**Run 1: signal wires on met2**

Scale bar: 20 µm. Cells faint in the background.
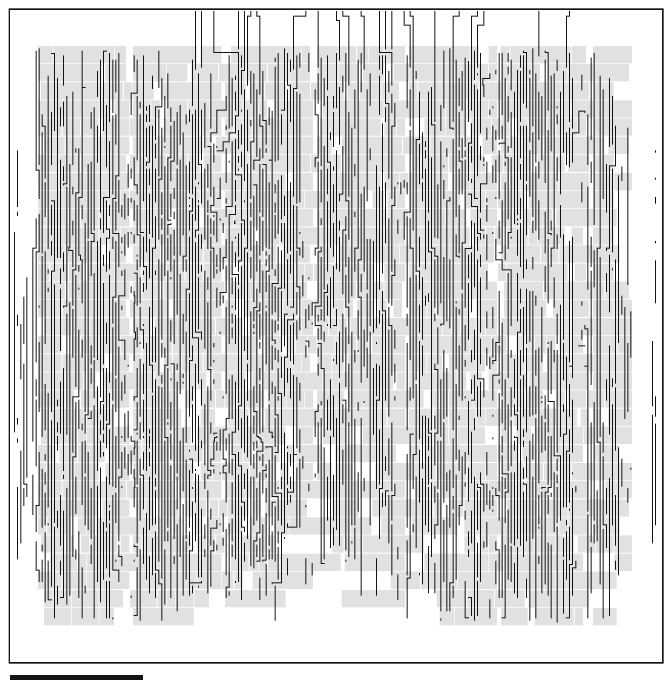
**Run 1: metal 1**

Scale bar: 20 µm. Supply wires on this layer in grey. Cells faint in the background.
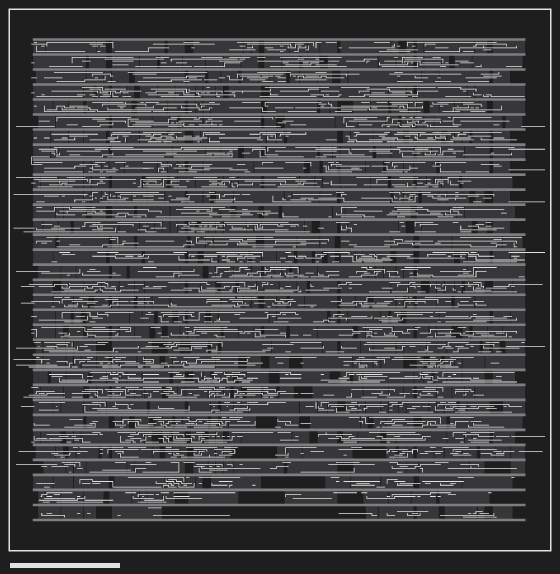
**Run 1: a small window of the routed layout**

Scale bar: 10 µm. Window x 29 to 69, y 9 to 49 µm. Cells in grey, sequential cells in the stronger grey; small squares are vias.
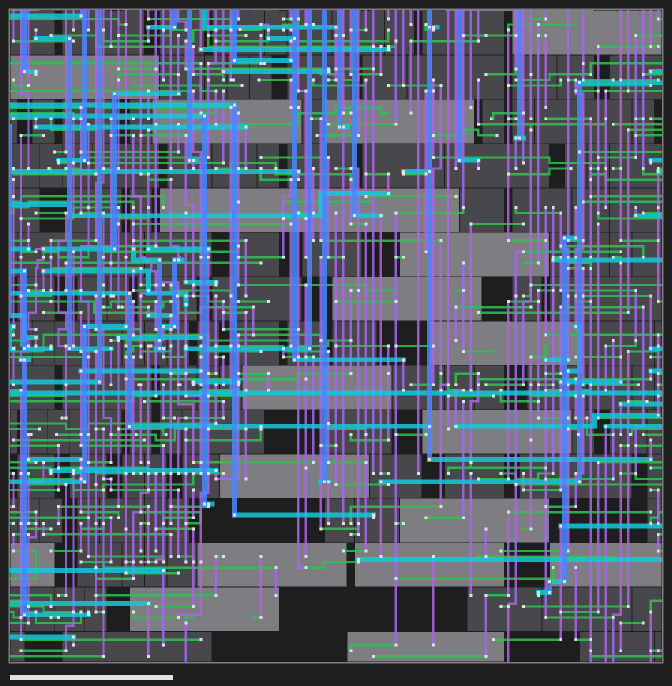
**Run 1: cells by drive strength**

Scale bar: 20 µm.
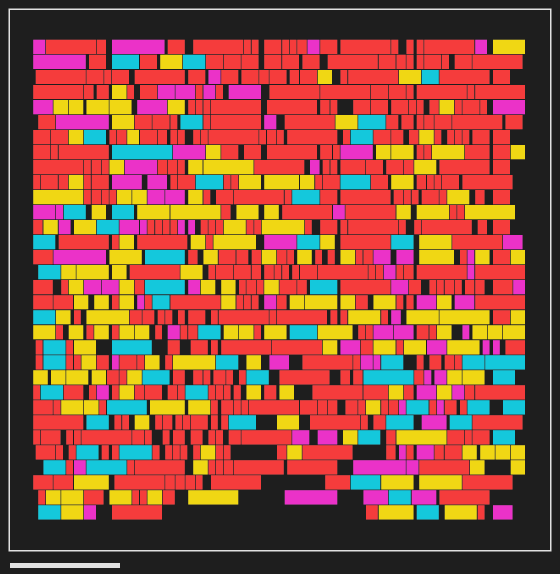
[src/rtl/frame_aligner_pkg.sv]
// Shared types and sizing helpers for the frame aligner and the downstream
// sliding window.
//   frame_state_e : admission FSM states
//   out_dim       : valid-window count along one axis (in - win + 1)
//   idx_width     : bits needed to index 0..n-1 (at least 1)
package frame_aligner_pkg;

  typedef enum logic [1:0] {
    SYNC   = 2'd0,
    STREAM = 2'd1,
    PAD    = 2'd2
  } frame_state_e;

  function automatic int out_dim(input int in_dim, input int win_dim);
    return in_dim - win_dim + 1;
  endfunction

  function automatic int idx_width(input int n);
    return (n > 1) ? $clog2(n) : 1;
  endfunction

endpackage

[src/rtl/frame_aligner_position_counter.sv]
// frame_position_counter: raster (row,col) position over a Height x Width
// frame. Advances one position per enabled cycle; col wraps Width-1 -> 0 and
// bumps row, row wraps Height-1 -> 0.
// Ports:
//   clock_i     in   clock, posedge
//   reset_i     in   async active-low reset
//   en_i        in   advance one position
//   row_o       out  current row
//   col_o       out  current column
//   is_first_o  out  position is (0,0)
//   is_last_o   out  position is (Height-1,Width-1)
module frame_position_counter
  import frame_aligner_pkg::*;
#(
  parameter int Height = 4,
  parameter int Width  = 5,
  localparam int RowW  = idx_width(Height),
  localparam int ColW  = idx_width(Width)
) (
  input  logic            clock_i,
  input  logic            reset_i,
  input  logic            en_i,
  output logic [RowW-1:0] row_o,
  output logic [ColW-1:0] col_o,
  output logic            is_first_o,
  output logic            is_last_o
);

  logic [RowW-1:0] row_q, row_d;
  logic [ColW-1:0] col_q, col_d;
  logic            row_last, col_last;

  assign row_last = (row_q == RowW'(Height - 1));
  assign col_last = (col_q == ColW'(Width - 1));

  always_comb begin
    row_d = row_q;
    col_d = col_q;
    if (en_i) begin
      if (col_last) begin
        col_d = '0;
        row_d = row_last ? '0 : row_q + RowW'(1);
      end else begin
        col_d = col_q + ColW'(1);
      end
    end
  end

  always_ff @(posedge clock_i or negedge reset_i) begin
    if (!reset_i) begin
      row_q <= '0;
      col_q <= '0;
    end else begin
      row_q <= row_d;
      col_q <= col_d;
    end
  end

  assign row_o      = row_q;
  assign col_o      = col_q;
  assign is_first_o = (row_q == '0) && (col_q == '0);
  assign is_last_o  = row_last && col_last;

endmodule

[src/rtl/frame_aligner.sv]
// frame_aligner: admits pixels to the sliding window only as whole,
// SOF-aligned InHeight x InWidth frames. Pixels before a SOF are dropped,
// a frame cut short by an early SOF is padded with PadValue, and surplus
// pixels past the end of a frame are dropped. Windows leaving the sliding
// window are tagged SOF/EOL/EOF by watching its output handshake.
// Ports:
//   clock_i, reset_i           clock (posedge), async active-low reset
//   slave_*                    upstream pixel stream (valid/ready/data/sof)
//   master_*                   pixel stream toward the sliding window
//   win_valid_i, win_ready_i   observed sliding-window output handshake
//   win_sof_o/eol_o/eof_o      tags for the window currently presented
//   frame_done_o               1-cycle pulse after the last beat of a frame
//   pad_count_o, drop_count_o  saturating pad/drop statistics
//
// state  | meaning
// SYNC   | hunting for SOF; non-SOF pixels are accepted and dropped
// STREAM | zero-latency pass-through of an aligned frame
// PAD    | filling the rest of a truncated frame; the early SOF is held
module frame_aligner
  import frame_aligner_pkg::*;
#(
  parameter int                   InHeight     = 600,
  parameter int                   InWidth      = 800,
  parameter int                   WindowHeight = 3,
  parameter int                   WindowWidth  = 3,
  parameter int                   DataWidth    = 8,
  parameter logic [DataWidth-1:0] PadValue     = '0,
  parameter int                   StatWidth    = 16
) (
  input  logic                 clock_i,
  input  logic                 reset_i,
  input  logic                 slave_valid_i,
  output logic                 slave_ready_o,
  input  logic [DataWidth-1:0] slave_data_i,
  input  logic                 slave_sof_i,
  output logic                 master_valid_o,
  input  logic                 master_ready_i,
  output logic [DataWidth-1:0] master_data_o,
  input  logic                 win_valid_i,
  input  logic                 win_ready_i,
  output logic                 win_sof_o,
  output logic                 win_eol_o,
  output logic                 win_eof_o,
  output logic                 frame_done_o,
  output logic [StatWidth-1:0] pad_count_o,
  output logic [StatWidth-1:0] drop_count_o
);

  localparam int OutH    = out_dim(InHeight, WindowHeight);
  localparam int OutW    = out_dim(InWidth, WindowWidth);
  localparam int InRowW  = idx_width(InHeight);
  localparam int InColW  = idx_width(InWidth);
  localparam int WinRowW = idx_width(OutH);
  localparam int WinColW = idx_width(OutW);

  frame_state_e   state_q, state_d;
  logic           sready_c, mvalid_c;
  logic           drop_inc, pad_inc;
  logic           beat;
  logic           frame_done_q;
  logic [StatWidth-1:0] pad_q, pad_d, drop_q, drop_d;

  logic [InRowW-1:0]  in_row;
  logic [InColW-1:0]  in_col;
  logic               in_first, in_last;
  logic [WinRowW-1:0] w_row;
  logic [WinColW-1:0] w_col;
  logic               w_first, w_last;
  logic               unused_pos;

  // Gate the handshake with reset so nothing is offered or accepted while
  // reset is held, even though SYNC would otherwise assert ready.
  assign slave_ready_o  = reset_i & sready_c;
  assign master_valid_o = reset_i & mvalid_c;
  assign beat           = master_valid_o & master_ready_i;

  frame_position_counter #(
    .Height (InHeight),
    .Width  (InWidth)
  ) u_in_pos (
    .clock_i    (clock_i),
    .reset_i    (reset_i),
    .en_i       (beat),
    .row_o      (in_row),
    .col_o      (in_col),
    .is_first_o (in_first),
    .is_last_o  (in_last)
  );

  frame_position_counter #(
    .Height (OutH),
    .Width  (OutW)
  ) u_win_pos (
    .clock_i    (clock_i),
    .reset_i    (reset_i),
    .en_i       (win_valid_i & win_ready_i),
    .row_o      (w_row),
    .col_o      (w_col),
    .is_first_o (w_first),
    .is_last_o  (w_last)
  );

  assign unused_pos = ^{in_row, in_col, w_last};

  always_comb begin
    state_d       = state_q;
    sready_c      = 1'b0;
    mvalid_c      = 1'b0;
    master_data_o = slave_data_i;
    drop_inc      = 1'b0;
    pad_inc       = 1'b0;
    unique case (state_q)
      SYNC: begin
        if (slave_sof_i) begin
          mvalid_c = slave_valid_i;
          sready_c = master_ready_i;
          if (slave_valid_i && master_ready_i) begin
            // A 1x1 frame completes on its SOF beat.
            state_d = in_last ? SYNC : STREAM;
          end
        end else begin
          sready_c = 1'b1;
          drop_inc = slave_valid_i;
        end
      end
      STREAM: begin
        if (slave_valid_i && slave_sof_i && !in_first) begin
          // Early SOF: hold it upstream and finish the frame with padding.
          state_d = PAD;
        end else if (slave_valid_i && !slave_sof_i && in_first) begin
          // Frame already complete; this pixel is surplus.
          sready_c = 1'b1;
          drop_inc = 1'b1;
          state_d  = SYNC;
        end else begin
          mvalid_c = slave_valid_i;
          sready_c = master_ready_i;
        end
      end
      PAD: begin
        mvalid_c      = 1'b1;
        master_data_o = PadValue;
        pad_inc       = master_ready_i;
        if (master_ready_i && in_last) state_d = SYNC;
      end
      default: state_d = SYNC;
    endcase
  end

  always_comb begin
    pad_d  = pad_q;
    drop_d = drop_q;
    if (reset_i && pad_inc && (pad_q != '1))   pad_d  = pad_q + StatWidth'(1);
    if (reset_i && drop_inc && (drop_q != '1)) drop_d = drop_q + StatWidth'(1);
  end

  always_ff @(posedge clock_i or negedge reset_i) begin
    if (!reset_i) begin
      state_q      <= SYNC;
      frame_done_q <= 1'b0;
      pad_q        <= '0;
      drop_q       <= '0;
    end else begin
      state_q      <= state_d;
      frame_done_q <= beat & in_last;
      pad_q        <= pad_d;
      drop_q       <= drop_d;
    end
  end

  assign frame_done_o = frame_done_q;
  assign pad_count_o  = pad_q;
  assign drop_count_o = drop_q;

  assign win_sof_o = w_first;
  assign win_eol_o = (w_col == WinColW'(OutW - 1));
  assign win_eof_o = win_eol_o && (w_row == WinRowW'(OutH - 1));

endmodule
[config.mk]
export PLATFORM = sky130hd
export DESIGN_NAME = frame_aligner
export DESIGN_NICKNAME = d
export VERILOG_FILES = /design/src/rtl/frame_aligner_pkg.sv /design/src/rtl/frame_aligner_position_counter.sv /design/src/rtl/frame_aligner.sv
export SDC_FILE = /design/constraint.sdc
export NUM_CORES = 1
export LEC_CHECK = 0
export ABC_AREA = 1
export CORE_MARGIN = 4
export CORE_UTILIZATION = 55
export DETAILED_ROUTE_END_ITERATION = 10
export MAX_ROUTING_LAYER = met4
export PLACE_DENSITY = 0.82
export SETUP_SLACK_MARGIN = 0.5
export SLEW_MARGIN = 10
export SYNTH_ARGS = -nofsm -noshare
export SYNTH_HDL_FRONTEND = slang
export SYNTH_SLANG_ARGS = --single-unit
[constraint.sdc]
create_clock -name clock_i -period 2.4 [get_ports clock_i]
set_clock_uncertainty 0.1 [all_clocks]
set_input_delay 0.48 -clock clock_i [delete_from_list [all_inputs] [get_ports clock_i]]
set_output_delay 0.48 -clock clock_i [all_outputs]
set_load 0.02 [all_outputs]
==> flow_summary_export.csv, run 1 <==
group,metric,value,unit
placed_design,placed_cells,754,
setup_path,ff2ff_path_depth,14,
timing,setup_tns,-5.01,ns
power_and_ir_drop,power.share.combinational,46.5,%
clock_tree,htreeDepth,3,
setup_path,critPathMaxFanout,6,
setup_path,cp.required,2.56,ns
timing,fmax,369,MHz
finish,seq_share,26.9,%
floorplan,core-area,7770,µm²
grt,grt_pass1_vias,4546,
clock_tree,worstSkewPairLatency,0.38,ns
timing,post-route-min-period,2.71,ns
outcome,failed_checks,"negative setup slack",
setup_path,crit_start,"u_in_pos.col_o[5]$_DFFE_PN0P_",
finish,nMultiInputCombCells,386,
clock_tree,cts.repair.resized,150,
finish,largest_class,"combinational gates",
synth,synthAoiAreaFrac,4.06,%
drt,dr_wl_met3,1740,µm
drt,routed_wl,18900,µm
setup_path,cp.depth,14,
floorplan,die_h,97.8,µm
power_and_ir_drop,p_seq,1.74,mW
timing,worst_pin_slew,0.774,ns
power_and_ir_drop,switching_share,43.0,%
outcome,status,"finished, violations left",
drt,post-route-drc-count,0,
synth,simple_gate_area_share,32.3,%
synth,netlist_area,4440,µm²
finish,buffer_area_share,21.3,%
timing,worst_slack,-0.308,ns
grt,grt_max_degree,49,
clock_tree,cts-root-buf,"clkbuf_8",
finish,nets,752,
drt,dr.pass1.iters,8,
placed_design,gp_congestion,0.925,
finish,antenna_cells,0,
timing,rsz0062_at_grt,"yes",
power_and_ir_drop,p_comb,2.42,mW
synth,ys.warnings.count,0,
finish,inverters,88,
finish,fin_util,90.2,%
clock_tree,cts_sinks,75,
finish,flop-count,75,
clock_tree,post_cts_buffers,33,
power_and_ir_drop,p_clk,1.05,mW
power_and_ir_drop,power_density,743,nW/µm²
timing,setup_viol_count_final,37,
floorplan,tap_cells,102,
finish,layout.cells.most_common,"nand2_1",
synth,flop_cell,"dfrtp_1",
floorplan,io-pin-count,61,
grt,use_met1,32.6,%
synth,synth.avg_cell_area,8.05,µm²
finish,instances_no_fill,832,
clock_tree,path_clk_slew,0.10,ns
setup_path,critPathKind,"reg2reg",
synth,ys_types,35,
flow_run,cap_violations,0,
timing,slew_headroom,48.0,%
drt,drt_iter0_drc,567,
finish,combGateArea,2940,µm²
floorplan,die_area,9570,µm²
clock_tree,cts_inserted_buffers,9,
power_and_ir_drop,ir_worst_vdd,0.000593,V
synth,synthArstFlopShare,100,%
drt,wl_met1,6180,µm
finish,signal_buffers,165,
grt,grt_pass1_wl,21300,µm
synth,yosys_area,4440,µm²
synth,syn_nets,578,
synth,ys_cells,551,
grt,gr-total-overflow,0,
clock_tree,hold_buffers,0,
drt,antenna_left,0,
power_and_ir_drop,p_seq_share,33.3,%
drt,vias,5156,
clock_tree,cts_tree,"built",
grt,top_usage_layer,"met2",
power_and_ir_drop,total_power,5.20,mW
setup_path,cp-endpoint,"drop_count_o[12]$_DFFE_PN0P_",
placed_design,dp_hpwl,7810,µm
drt,top_layer_used,"met4",
timing,finalMaxSlewViolations,0,
setup_path,r2r_setup_slack,-0.31,ns
setup_path,cp_top_family,"simple AND/OR/NAND/NOR gates",
power_and_ir_drop,p_leak,3.51,nW
drt,viasPerCell,6.20,
setup_path,path_cells,"nor2_1 -> nand3_1 -> nor2_4 -> nand2_4 -> buf_4 -> buf_4 -> buf_4 -> buf_4 -> nand2_4 -> nand3_4 -> buf_8 -> inv_6 -> nand4_1 -> xnor2_1",
synth,yosys-dominant-comb-family,"simple AND/OR/NAND/NOR gates",
floorplan,initCoreUtil,57.1,%
finish,clkbuf_count,9,
finish,final_cell_mix,"90 x nand2_1, 82 x buf_4, 69 x dfrtp_1",
drt,routed-wl-met2,9500,µm
power_and_ir_drop,p_int,2.97,mW
setup_path,crit_arrival,2.87,ns
finish,clockNetworkAreaShare,2.86,%
power_and_ir_drop,power-top-group,"combinational cells",
setup_path,endpoint_kind,"flop",
finish,comb_share,42.0,%
synth,xor_area_share,9.28,%
floorplan,fp.dieW,97.8,µm
synth,edf_count,0,
synth,synthAdderAreaFrac,3.38,%
clock_tree,cts.path.max_buffers,2,
placed_design,pre_cts_slack,-0.414,ns
grt,use_met2,47.1,%
floorplan,rows,32,
setup_path,r2r_start,"u_in_pos.col_o[5]$_DFFE_PN0P_",
finish,seqCellArea,1880,µm²
placed_design,numPortBuffers,60,
setup_path,reg2reg_to,"drop_count_o[12]$_DFFE_PN0P_",
setup_path,start_kind,"flop",
synth,ys_seq_share,42.3,%
grt,antenna_found_initial,0,
drt,wl_per_cell,22.7,µm
finish,fill_cells,290,
grt,use_met3,5.43,%
synth,synth_cells,551,
finish,syn_to_final_growth,57.9,%
power_and_ir_drop,p_clk_share,20.1,%
grt,grt.total_usage,27.9,%
setup_path,slowest_stage,"dfrtp_1",
setup_path,crit_top_cell,"buf_4",
finish,final_area,7010,µm²
timing,timing.hold.ws,0.0801,ns
timing,hold_viol_final,0,
power_and_ir_drop,netSwitchingPower,2.24,mW
setup_path,max_stage_delay,0.39,ns
hold_path,hp-class,"in2async",
timing,finalClockPeriodUsage,113,%
finish,final_layout_size_suffix_gt1_share,38.9,%
flow_run,openroad.warnings,35,
synth,ys_seq_elements,75,
placed_design,placed_area,5480,µm²
synth,mux_share,0.254,%
setup_path,worst-path-buf-inv,6,
## Picture notes: 'signal wires on met2'
The layer carries 9,500 µm of wire. The longest straight run is 43.9 µm.

## Picture notes: 'metal 1'
The layer holds 33% of the routed length. The wires run mostly horizontal.

## Picture notes: 'a small window of the routed layout'
Cyan shows met3. Blue shows met4. Purple shows met2. Green shows met1.
144 logic cells have their middle in the window. Most frequent: nand2_1 (21), dfrtp_1 (16), buf_4 (16). Sequential cells in the window: 18. Netlist names of flops here include `u_in_pos.row_o` (5), `u_win_pos.row_o` (5), `u_in_pos.col_o` (4).

## Picture notes: 'cells by drive strength'
Cyan shows drive 6 and up, cells 56, most used buf_6. Yellow shows drive 3 to 4, cells 147, most used buf_4. Red shows drive 1 or less, cells 446, most used nand2_1. Magenta shows drive 2, cells 81, most used inv_2.

## run 1: synthesized netlist by cell type, types with 2 or more instances
library cell | n | share of area [%]
nand4_2 | 4 | 1.1
nor2_4 | 3 | 0.76
xnor2_1 | 13 | 2.6
dfrtp_1 | 75 | 42
nand3_1 | 39 | 4.4
nor2_1 | 61 | 5.2
nand2_4 | 2 | 0.51
nor2_2 | 4 | 0.56
nand2_1 | 105 | 8.9
a21oi_1 | 9 | 1.0
xor2_1 | 34 | 6.7
nor3_4 | 2 | 0.73
ha_1 | 12 | 3.4
buf_2 | 3 | 0.34
nor3_1 | 26 | 2.9
o21ai_0 | 16 | 1.8
inv_1 | 85 | 7.2
nand4_1 | 25 | 3.5
o21ai_1 | 9 | 1.0
nand2_2 | 3 | 0.42
nor4_1 | 5 | 0.71
nor3_2 | 3 | 0.68
==> run 1 -> run 2 <==
--- a/config.mk
+++ b/config.mk
@@ -6,11 +6,11 @@
 export NUM_CORES = 1
 export LEC_CHECK = 0
 export ABC_AREA = 1
-export CORE_MARGIN = 4
-export CORE_UTILIZATION = 55
+export CORE_MARGIN = 2
+export CORE_UTILIZATION = 50
 export DETAILED_ROUTE_END_ITERATION = 10
 export MAX_ROUTING_LAYER = met4
-export PLACE_DENSITY = 0.82
+export PLACE_DENSITY = 0.79
 export SETUP_SLACK_MARGIN = 0.5
 export SLEW_MARGIN = 10
 export SYNTH_ARGS = -nofsm -noshare
==> constraint.sdc (replaced) <==
create_clock -name clock_i -period 2.35 [get_ports clock_i]
set_clock_uncertainty 0.1 [all_clocks]
set_input_delay 0.47 -clock clock_i [delete_from_list [all_inputs] [get_ports clock_i]]
set_output_delay 0.47 -clock clock_i [all_outputs]
set_load 0.02 [all_outputs]
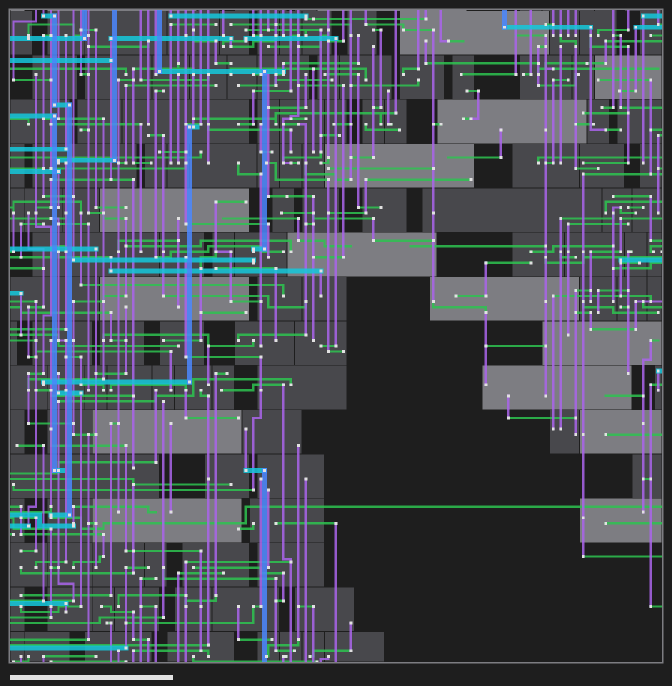
**Above:** run 2 (a small window of the routed layout).
Scale bar: 10 µm. Window x 29 to 69, y 9 to 49 µm. Cells in grey, sequential cells in the stronger grey; small squares are vias.

==> run 2 against run 1 <==
- the run still ends with negative setup slack left
- sequential share of layout area grew 0.82 points
- worst hold slack improved by 0.055 ns
- via count fell by 7.5%
- final cell count grew 0.60%
- synthesized area unchanged
- first-iteration DRC count down 42%
- sequential cell count unchanged
- final area is 3.2% lower
- global-route usage decreased by 1.1 points
- combinational power is 6% lower
- register-to-register slack gained 0.50 ns
==> flow_summary_export.csv, run 2 <==
group,metric,value,unit
floorplan,core-area,8680,µm²
outcome,failed_checks,"negative setup slack",
timing,setup_tns,-0.180,ns
timing,slew_headroom,57.8,%
finish,final_layout_size_suffix_gt1_share,37.7,%
finish,antenna_cells,0,
setup_path,reg2reg_to,"u_in_pos.col_o[1]$_DFFE_PN0P_",
placed_design,pre_cts_slack,-0.386,ns
synth,ys_top_cells_by_count,"105 x nand2_1, 85 x inv_1, 75 x dfrtp_1",
finish,layout.cells.most_common,"buf_4",
setup_path,crit_top_cell,"nand2_2",
drt,wl_per_cell,17.5,µm
synth,yosys_area,4440,µm²
drt,dr_wl_met3,960,µm
clock_tree,hold_buffers,0,
timing,setup_viol_count_final,2,
clock_tree,post_cts_buffers,30,
floorplan,die_area,9640,µm²
synth,synth_cells,551,
synth,most_common_cell,"nand2_1",
clock_tree,cts.path.max_buffers,2,
grt,use_met3,4.22,%
timing,fmax,406,MHz
drt,routed_wl,14600,µm
finish,instances_no_fill,837,
timing,worst_slack,-0.112,ns
setup_path,cp.required,1.78,ns
timing,worst_pin_slew,0.628,ns
clock_tree,cts-root-buf,"clkbuf_8",
setup_path,worst-path-buf-inv,2,
finish,fin_util,78.1,%
timing,timing.hold.ws,0.135,ns
flow_run,cap_violations,0,
setup_path,ff2ff_path_depth,14,
placed_design,placed_cells,762,
power_and_ir_drop,total_power,5.09,mW
setup_path,cp-endpoint,"master_valid_o",
flow_run,openroad.warnings,35,
placed_design,placed_area,5510,µm²
setup_path,critPathKind,"reg2out",
grt,grt_pass1_vias,4530,
grt,grt_max_degree,41,
power_and_ir_drop,power_density,751,nW/µm²
grt,antenna_found_initial,0,
drt,routed-wl-met2,7550,µm
floorplan,io-pin-count,61,
drt,post-route-drc-count,0,
clock_tree,cts_tree,"built",
setup_path,cp_top_family,"simple AND/OR/NAND/NOR gates",
floorplan,die_h,98.2,µm
placed_design,numPortBuffers,60,
synth,ys_cells,551,
synth,synth.avg_cell_area,8.05,µm²
grt,top_usage_layer,"met2",
synth,syn_nets,578,
setup_path,crit_arrival,1.89,ns
setup_path,endpoint_kind,"output pin",
synth,ys_seq_share,42.3,%
setup_path,path_cells,"inv_2 -> ha_4 -> nand3_4 -> nor2_4 -> nand2_2 -> nand2_2 -> nand4_4 -> a21oi_2 -> buf_4",
drt,dr.pass1.iters,5,
timing,finalMaxSlewViolations,0,
synth,synthArstFlopShare,100,%
clock_tree,path_clk_slew,0.08,ns
synth,netlist_area,4440,µm²
timing,rsz0062_at_grt,"yes",
synth,top_area_share,42.3,%
drt,top_layer_used,"met4",
synth,ys.warnings.count,0,
synth,flop_cell,"dfrtp_1",
synth,topCellsByArea,"dfrtp_1 42%, nand2_1 8.9%, inv_1 7.2%, xor2_1 6.7%, nor2_1 5.2%",
placed_design,gp_congestion,0.925,
hold_path,hp-class,"in2async",
timing,finalClockPeriodUsage,105,%
setup_path,crit_start,"u_in_pos.row_o[0]$_DFFE_PN0P_",
setup_path,r2r_setup_slack,0.19,ns
synth,edf_count,0,
drt,drt_iter0_drc,328,
finish,final_area,6780,µm²
synth,ys_seq_elements,75,
clock_tree,worstSkewPairLatency,0.36,ns
floorplan,rows,34,
clock_tree,cts_inserted_buffers,9,
grt,use_met1,31.6,%
grt,grt.total_usage,26.8,%
finish,nets,752,
power_and_ir_drop,p_leak,3.42,nW
setup_path,max_stage_delay,0.41,ns
grt,grt_pass1_wl,20700,µm
grt,use_met2,45.7,%
placed_design,dp_hpwl,7520,µm
power_and_ir_drop,ir_worst_vdd,0.000712,V
timing,hold_viol_final,0,
drt,wl_met1,5410,µm
drt,viasPerCell,5.70,
floorplan,initCoreUtil,51.1,%
outcome,status,"finished, violations left",
drt,antenna_left,0,
setup_path,cp.depth,9,
drt,vias,4767,
synth,ys_types,35,
grt,gr-total-overflow,0,
finish,syn_to_final_growth,52.8,%
clock_tree,cts.repair.resized,171,
setup_path,slowest_stage,"dfrtp_1",
setup_path,start_kind,"flop",
finish,final_cell_mix,"91 x buf_4, 79 x nand2_1, 73 x dfrtp_1",
clock_tree,htreeDepth,3,
synth,top_area_cell,"dfrtp_1",
setup_path,r2r_start,"u_in_pos.row_o[0]$_DFFE_PN0P_",
setup_path,critPathMaxFanout,3,
timing,post-route-min-period,2.46,ns
floorplan,fp.dieW,98.2,µm
clock_tree,cts_sinks,75,
[run 2: cells by family after synthesis]
group / after synthesis / share of synthesized area, %
muxes: 1 / 0.254
adders and majority gates: 12 / 3.38
xor gates and xnor gates: 47 / 9.28
AOI/OAI and AO/OA: 35 / 4.06
and+or+nand+nor: 288 / 32.3
DFF: 75 / 42.3
buffers and inverters: 93 / 8.38
[run 2: report_power, final]
part	internal, mW	switching [mW]	total (mW)
clock	0.617	0.487	1.10
combinational	1.01	1.26	2.28
sequential	1.50	0.210	1.71
total	3.13	1.96	5.09
[run 2: final cells by class]
class | count | area (µm²)
multi-input combinational | 386 | 2760
fill | 504 | 1900
sequential | 75 | 1880
timing repair buffer | 165 | 1440
inverter | 87 | 342
clock buffer | 10 | 138
tap | 108 | 135
clock inverter | 5 | 77.6
timing repair inverter | 1 | 8.76
No activity file was given, so power comes from the tool's default toggle rates.
